$ cat config.mk
export PLATFORM = sky130hd
export DESIGN_NAME = kyber_decrypt_seq
export DESIGN_NICKNAME = d
export VERILOG_FILES = /design/src/rtl/kyber_decrypt_seq.sv
export SDC_FILE = /design/constraint.sdc
export NUM_CORES = 2
export LEC_CHECK = 0
export CAP_MARGIN = 40
export CORE_MARGIN = 8
export CORE_UTILIZATION = 56
export CTS_BUF_LIST = sky130_fd_sc_hd__clkbuf_8
export CTS_CLUSTER_DIAMETER = 200
export DETAILED_ROUTE_END_ITERATION = 7
export PLACE_DENSITY_LB_ADDON = 0.08
export SETUP_SLACK_MARGIN = 0.5
export SLEW_MARGIN = 20
export SYNTH_ARGS = -nofsm -noshare
export SYNTH_HDL_FRONTEND = slang
export SYNTH_SLANG_ARGS = --single-unit
$ cat constraint.sdc
create_clock -name clk -period 151.7 [get_ports clk]
set_input_delay 30.34 -clock clk [delete_from_list [all_inputs] [get_ports clk]]
set_output_delay 30.34 -clock clk [all_outputs]
set_load 0.1 [all_outputs]
$ cat src/rtl/kyber_decrypt_seq.sv
// Sequential Kyber-style decryption core.
// Computes msg[i] = decode(v[i] - sum_k (sk[k] * u[k])[i]) over Z_Q[x]/(x^N + 1).
// The inner product is formed one coefficient product per clock, so a full
// decryption takes K*N*N MAC cycles. The result is held until the consumer
// accepts it.
module kyber_decrypt_seq #(
   parameter int N      = 4,
   parameter int K      = 2,
   parameter int Q      = 17,
   parameter int W      = 32,
   parameter int DEC_LO = 5,
   parameter int DEC_HI = 14
) (
   input  logic               clk,
   input  logic               rst,
   input  logic               in_valid,
   output logic               in_ready,
   input  logic [K*N*W-1:0]   sk,
   input  logic [K*N*W-1:0]   u,
   input  logic [N*W-1:0]     v,
   output logic               out_valid,
   input  logic               out_ready,
   output logic [N-1:0]       msg,
   output logic [N-1:0]       msg_rev,
   output logic               busy
);

   // Accumulator carries the full-precision sum of K*N products plus headroom
   // for the subtraction from v, so nothing is truncated before reduction.
   localparam int ACC_W = 2*W + $clog2(K*N) + 2;
   localparam int IW    = (N > 1) ? $clog2(N) : 1;
   localparam int KW    = (K > 1) ? $clog2(K) : 1;

   localparam logic [IW-1:0] IDX_ZERO = {IW{1'b0}};
   localparam logic [IW-1:0] IDX_ONE  = IW'(1);
   localparam logic [IW-1:0] IDX_LAST = IW'(N-1);
   localparam logic [KW-1:0] K_ZERO   = {KW{1'b0}};
   localparam logic [KW-1:0] K_ONE    = KW'(1);
   localparam logic [KW-1:0] K_LAST   = KW'(K-1);

   localparam logic signed [ACC_W-1:0] ACC_ZERO = {ACC_W{1'b0}};
   localparam logic signed [ACC_W-1:0] Q_S      = ACC_W'(Q);
   localparam logic signed [ACC_W-1:0] DEC_LO_S = ACC_W'(DEC_LO);
   localparam logic signed [ACC_W-1:0] DEC_HI_S = ACC_W'(DEC_HI);

   localparam logic [1:0] ST_IDLE = 2'd0;
   localparam logic [1:0] ST_MAC  = 2'd1;
   localparam logic [1:0] ST_DONE = 2'd2;

   logic [1:0]                state_r;
   logic [K*N*W-1:0]          sk_r;
   logic [K*N*W-1:0]          u_r;
   logic [N*W-1:0]            v_r;
   logic [IW-1:0]             i_r;
   logic [KW-1:0]             k_r;
   logic [IW-1:0]             j_r;
   logic signed [ACC_W-1:0]   acc_r;
   logic [N-1:0]              msg_r;
   logic                      in_ready_r;
   logic                      out_valid_r;
   logic                      busy_r;

   logic                      accept_s;
   logic                      wrap_s;
   logic                      row_end_s;
   logic                      dec_bit_s;
   int                        sk_idx_s;
   logic signed [W-1:0]       u_coef_s;
   logic signed [W-1:0]       sk_coef_s;
   logic signed [W-1:0]       v_coef_s;
   logic signed [2*W-1:0]     u_ext_s;
   logic signed [2*W-1:0]     sk_ext_s;
   logic signed [2*W-1:0]     prod_s;
   logic signed [ACC_W-1:0]   prod_ext_s;
   logic signed [ACC_W-1:0]   term_s;
   logic signed [ACC_W-1:0]   sum_s;
   logic signed [ACC_W-1:0]   v_ext_s;
   logic signed [ACC_W-1:0]   t_s;
   logic signed [ACC_W-1:0]   rem_s;
   logic signed [ACC_W-1:0]   r_s;

   assign accept_s = in_ready_r && in_valid;

   // Negacyclic product term, row residue and decoded bit for the current (i,k,j).
   always_comb begin
      wrap_s = (j_r > i_r);
      if (wrap_s) begin
         sk_idx_s = int'(i_r) + N - int'(j_r);
      end else begin
         sk_idx_s = int'(i_r) - int'(j_r);
      end
      u_coef_s   = u_r[(int'(k_r)*N + int'(j_r))*W +: W];
      sk_coef_s  = sk_r[(int'(k_r)*N + sk_idx_s)*W +: W];
      v_coef_s   = v_r[int'(i_r)*W +: W];
      u_ext_s    = {{W{u_coef_s[W-1]}}, u_coef_s};
      sk_ext_s   = {{W{sk_coef_s[W-1]}}, sk_coef_s};
      prod_s     = u_ext_s * sk_ext_s;
      prod_ext_s = {{(ACC_W-2*W){prod_s[2*W-1]}}, prod_s};
      // x^N = -1: a wrapped index contributes with negative sign.
      if (wrap_s) begin
         term_s = -prod_ext_s;
      end else begin
         term_s = prod_ext_s;
      end
      sum_s   = acc_r + term_s;
      v_ext_s = {{(ACC_W-W){v_coef_s[W-1]}}, v_coef_s};
      t_s     = v_ext_s - sum_s;
      // Signed % keeps the dividend's sign; fold negatives into [0, Q-1].
      rem_s   = t_s % Q_S;
      if (rem_s[ACC_W-1]) begin
         r_s = rem_s + Q_S;
      end else begin
         r_s = rem_s;
      end
      dec_bit_s = (r_s >= DEC_LO_S) && (r_s <= DEC_HI_S);
      row_end_s = (k_r == K_LAST) && (j_r == IDX_LAST);
   end

   // Operand capture: only an accepted handshake in IDLE updates the copies.
   always_ff @(posedge clk) begin
      if (!rst && accept_s) begin
         sk_r <= sk;
         u_r  <= u;
         v_r  <= v;
      end else begin
         sk_r <= sk_r;
         u_r  <= u_r;
         v_r  <= v_r;
      end
   end

   // Control FSM, loop counters, accumulator and result register.
   always_ff @(posedge clk) begin
      if (rst) begin
         state_r     <= ST_IDLE;
         in_ready_r  <= 1'b1;
         out_valid_r <= 1'b0;
         busy_r      <= 1'b0;
         msg_r       <= {N{1'b0}};
         i_r         <= IDX_ZERO;
         k_r         <= K_ZERO;
         j_r         <= IDX_ZERO;
         acc_r       <= ACC_ZERO;
      end else begin
         case (state_r)
            ST_IDLE: begin
               if (in_valid) begin
                  state_r    <= ST_MAC;
                  in_ready_r <= 1'b0;
                  busy_r     <= 1'b1;
                  i_r        <= IDX_ZERO;
                  k_r        <= K_ZERO;
                  j_r        <= IDX_ZERO;
                  acc_r      <= ACC_ZERO;
               end
            end
            ST_MAC: begin
               if (row_end_s) begin
                  msg_r[i_r] <= dec_bit_s;
                  acc_r      <= ACC_ZERO;
                  k_r        <= K_ZERO;
                  j_r        <= IDX_ZERO;
                  if (i_r == IDX_LAST) begin
                     i_r         <= IDX_ZERO;
                     state_r     <= ST_DONE;
                     busy_r      <= 1'b0;
                     out_valid_r <= 1'b1;
                  end else begin
                     i_r <= i_r + IDX_ONE;
                  end
               end else begin
                  acc_r <= sum_s;
                  if (j_r == IDX_LAST) begin
                     j_r <= IDX_ZERO;
                     k_r <= k_r + K_ONE;
                  end else begin
                     j_r <= j_r + IDX_ONE;
                  end
               end
            end
            ST_DONE: begin
               if (out_ready) begin
                  state_r     <= ST_IDLE;
                  out_valid_r <= 1'b0;
                  in_ready_r  <= 1'b1;
               end
            end
            default: begin
               state_r     <= ST_IDLE;
               in_ready_r  <= 1'b1;
               out_valid_r <= 1'b0;
               busy_r      <= 1'b0;
            end
         endcase
      end
   end

   // Bit-reversed view of the held result.
   always_comb begin
      msg_rev = {N{1'b0}};
      for (int b = 0; b < N; b++) begin
         msg_rev[N-1-b] = msg_r[b];
      end
   end

   assign in_ready  = in_ready_r;
   assign out_valid = out_valid_r;
   assign busy      = busy_r;
   assign msg       = msg_r;

endmodule

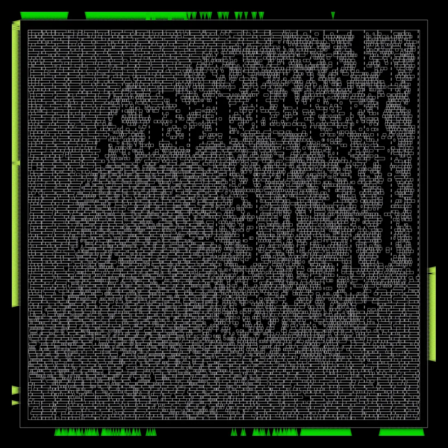
*Placement view*
# Taps: 2,160
core footprint: 160,800 sq um
FILL cells: 13,130
FP Rows: 147

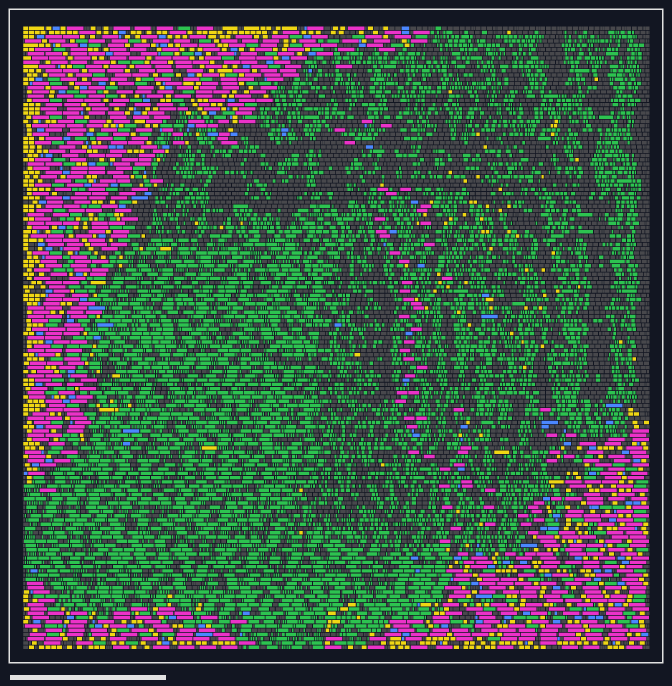
*Placement by cell class*
The bar under the picture is 100 um long. Fill, decap, tap and diode cells in grey.
[clock drivers and dummy loads] blue | cells: 215 | share of their area: 2.4%
[sequential cells] magenta | cells: 723 | share of their area: 21%
[combinational and other logic] green | cells: 8,327 | share of their area: 68%
[remaining buffers and delay cells] yellow | cells: 835 | share of their area: 8.3%

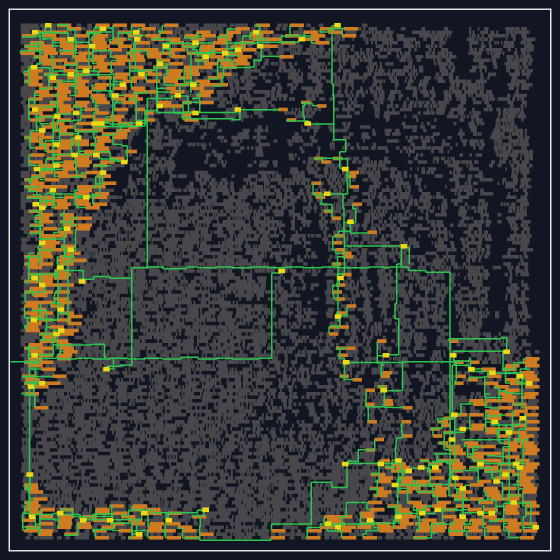
*Clock wires, drivers and flops*
[clock wires] green | length: 10,400 um
[clock drivers] yellow | count: 120
[flip-flops] orange | count: 723
routed clock nets: 121

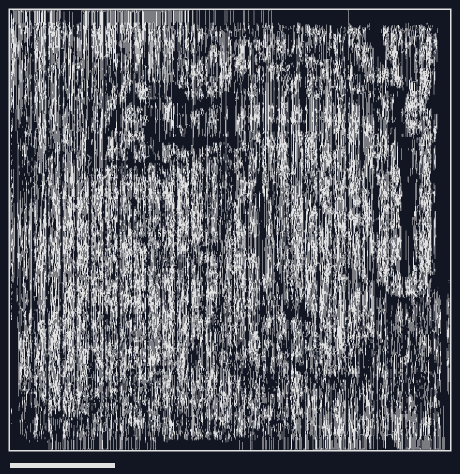
*Signal wires on met2*
The bar under the picture is 100 um long.
wire length on this layer: 144 mm
share of all routed wire: 46%

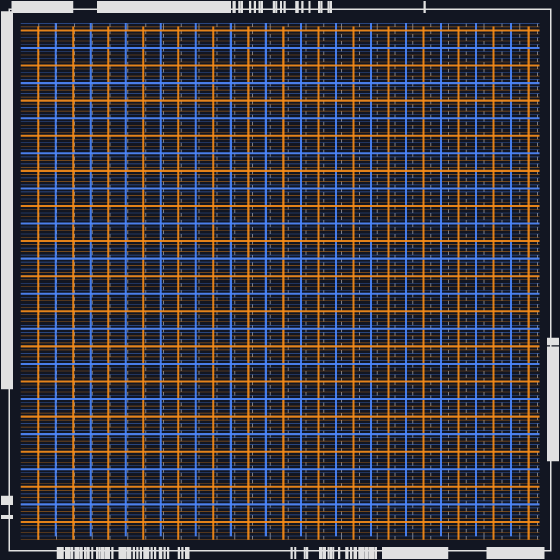
*PDN straps and rails*
Pins as bars on the die edge. Tap cells in grey.
[VDD] blue
[VSS] orange
met5 straps: 29
met1 rails: 148

==> metrics.yaml <==
fp.dieW_um: 418.4
htree_levels: 3
gr-usage-met2_pct: 56.14
cts_buffer_depth: 3
dp_hpwl_um: 249000
yosysTopAreaCell: "fa_1"
grt_max_degree: 193
cts_tree: "built"
status: "complete, but fails checks"
yosys.area.top_type_share_pct: 23.95
layout_min_cycle_time_ns: 61.79
root_buffer: "clkbuf_8"
grt_usage_pct: 35.29
topCellsByArea: "fa_1 (24%), edfxtp_1 (21%), inv_1 (5.1%)"
port_buffers: 654
hold_path_class: "reg -> reg"
fin_skew_ns: 0.1119
async_reset_ff_share_pct: 0
met3WireLength_um: 34790
area_growth_pct: 13.07
synth_area_sq_um: 90680
layout.nonclk_buf_share_pct: 8.072
avgSynthCellArea_sq_um: 9.569
hold_violations: 0
tns_ns: 0
ys_cells: 9476
critPathCaptureType: "flop"
grt.met1_usage_pct: 45.77
post_cts_buffers: 0
clkbuf_count: 127
utilization_pct: 63.78
cpMostUsedCell: "nor2_1"
ys_area_sq_um: 90680
comb_area_share_pct: 62.00
dr_wl_met2_um: 144100
common_cells: "inv_1 (1,223), fa_1 (1,085), nor2_1 (952)"
synth_cell_type_count: 178
synth.most_common_cell: "inv_1"
max_freq_mhz: 16.18
cp_top_family: "AND-OR/OR-AND gates"
cp_slowest_stage_delay_ns: 1.01
highest_layer: "met5"
largest_registers: "sk_r: 256 flops, u_r: 256 flops, v_r: 128 flops"
syn_inst: 9476
yosysWarnings: 0
path_buffers: 15
warnings: 43
flop_area_sq_um: 20890
die_y_um: 418.4
clock-sinks: 723
hold_buffers: 0
grt_pass1_wl_um: 474300
ys_seq_share_pct: 23.03
logic_area_sq_um: 63570
grt_pass1_vias: 77910
die-area_sq_um: 175100
n_all_buffers: 835
drt-pass1-iter-count: 6
antenna_found_initial: 33
first_iter_violations: 8078
lay_top_count: "inv_1"
rsz0062_at_grt: "false"
drv_cap: 0
setup_viol: 0
ctsResizeCount: 0
clk_latency_ns: 0.93
clk_pin_slew_worst_paths_ns: 0.06
cp_slowest_cell: "fa_4"
logic_gate_count: 7094
synthFlopType: "edfxtp_1"
final-clk-cell-share_pct: 2.349
fin_crit_sh_pct: 40.73
worstSetupPathType: "reg -> reg"
seq-cell-share_pct: 20.38
met1_length_um: 121400
ys.flops: 723
routed_via_density: 6.271
synthesis.nets: 11550
via_count: 77000
cp.required_ns: 152.49
finalWeightedCongestion: 1.024
antennaDiodeCount: 18
use_met3_pct: 9.913
relSlewSlack_pct: -14.30
layout_top_cells: "inv_1 (1,260), fa_1 (1,084), nor2_1 (948)"
cp-start-kind: "flop"
ant_nets: 0
ff_count: 723
num_io_pins: 655
synth-edff-count: 640
timing.reg2reg.setup_slack_ns: 89.91
drc: 0
grt.busiest_layer: "met2"
fp_util_pct: 56.41
arrival_ns: 62.57
drv_slew: 47
largest_class: "multi-input combinational cells"
wl_per_cell_um: 25.79
wl_um: 316600
cts_buffers: 120
layout.nets: 12080
cp_max_fo: 69
nNonClkInverters: 1233
grt_overflow: 0
violations: "slew limit"
worst_pin_slew_ns: 1.714
drive_gt1_share_pct: 8.931
[through the flow]
stage / area, sq um / setup WS (ns) / std cells / hold slack, ns
detailed placement: 99910 / 91.31 / 12030 / 0.4821
global route: 102500 / 85.60 / 12270 / 0.5252
floorplan: 90680 / 92.78 / 9476 / 0.4610
CTS: 102300 / 91.00 / 12240 / 0.4956
global placement: 99330 / 91.62 / 11990 / 0.4705
finish: 102500 / 89.91 / 12280 / 0.4949
[kinds of logic (layout without fill, tap and decap cells)]
logic type / after synthesis / after routing / share of synthesized area, %
adder cells (fa/ha/maj): 1433 / 1433 / 28.74
buffers and inverters: 1659 / 2283 / 7.199
other: 1 / 19 / 0.004136
XOR/XNOR: 450 / 450 / 4.489
multiplexers: 318 / 318 / 5.841
AND-OR/OR-AND: 1969 / 1969 / 15.36
flip-flops: 723 / 723 / 23.03
AND/OR/NAND/NOR: 2923 / 2923 / 15.33
[path summary, 6_finish.rpt]
kind,startpoint,endpoint,depth (start not counted)
hold reg to reg,acc_r[37]$_SDFFE_PP0P_,acc_r[37]$_SDFFE_PP0P_,2
hold / removal,acc_r[37]$_SDFFE_PP0P_,acc_r[37]$_SDFFE_PP0P_,2
setup reg to reg,j_r[0]$_SDFFE_PP0P_,msg[2]$_SDFFE_PP0P_,192
setup / recovery,j_r[0]$_SDFFE_PP0P_,msg[2]$_SDFFE_PP0P_,192
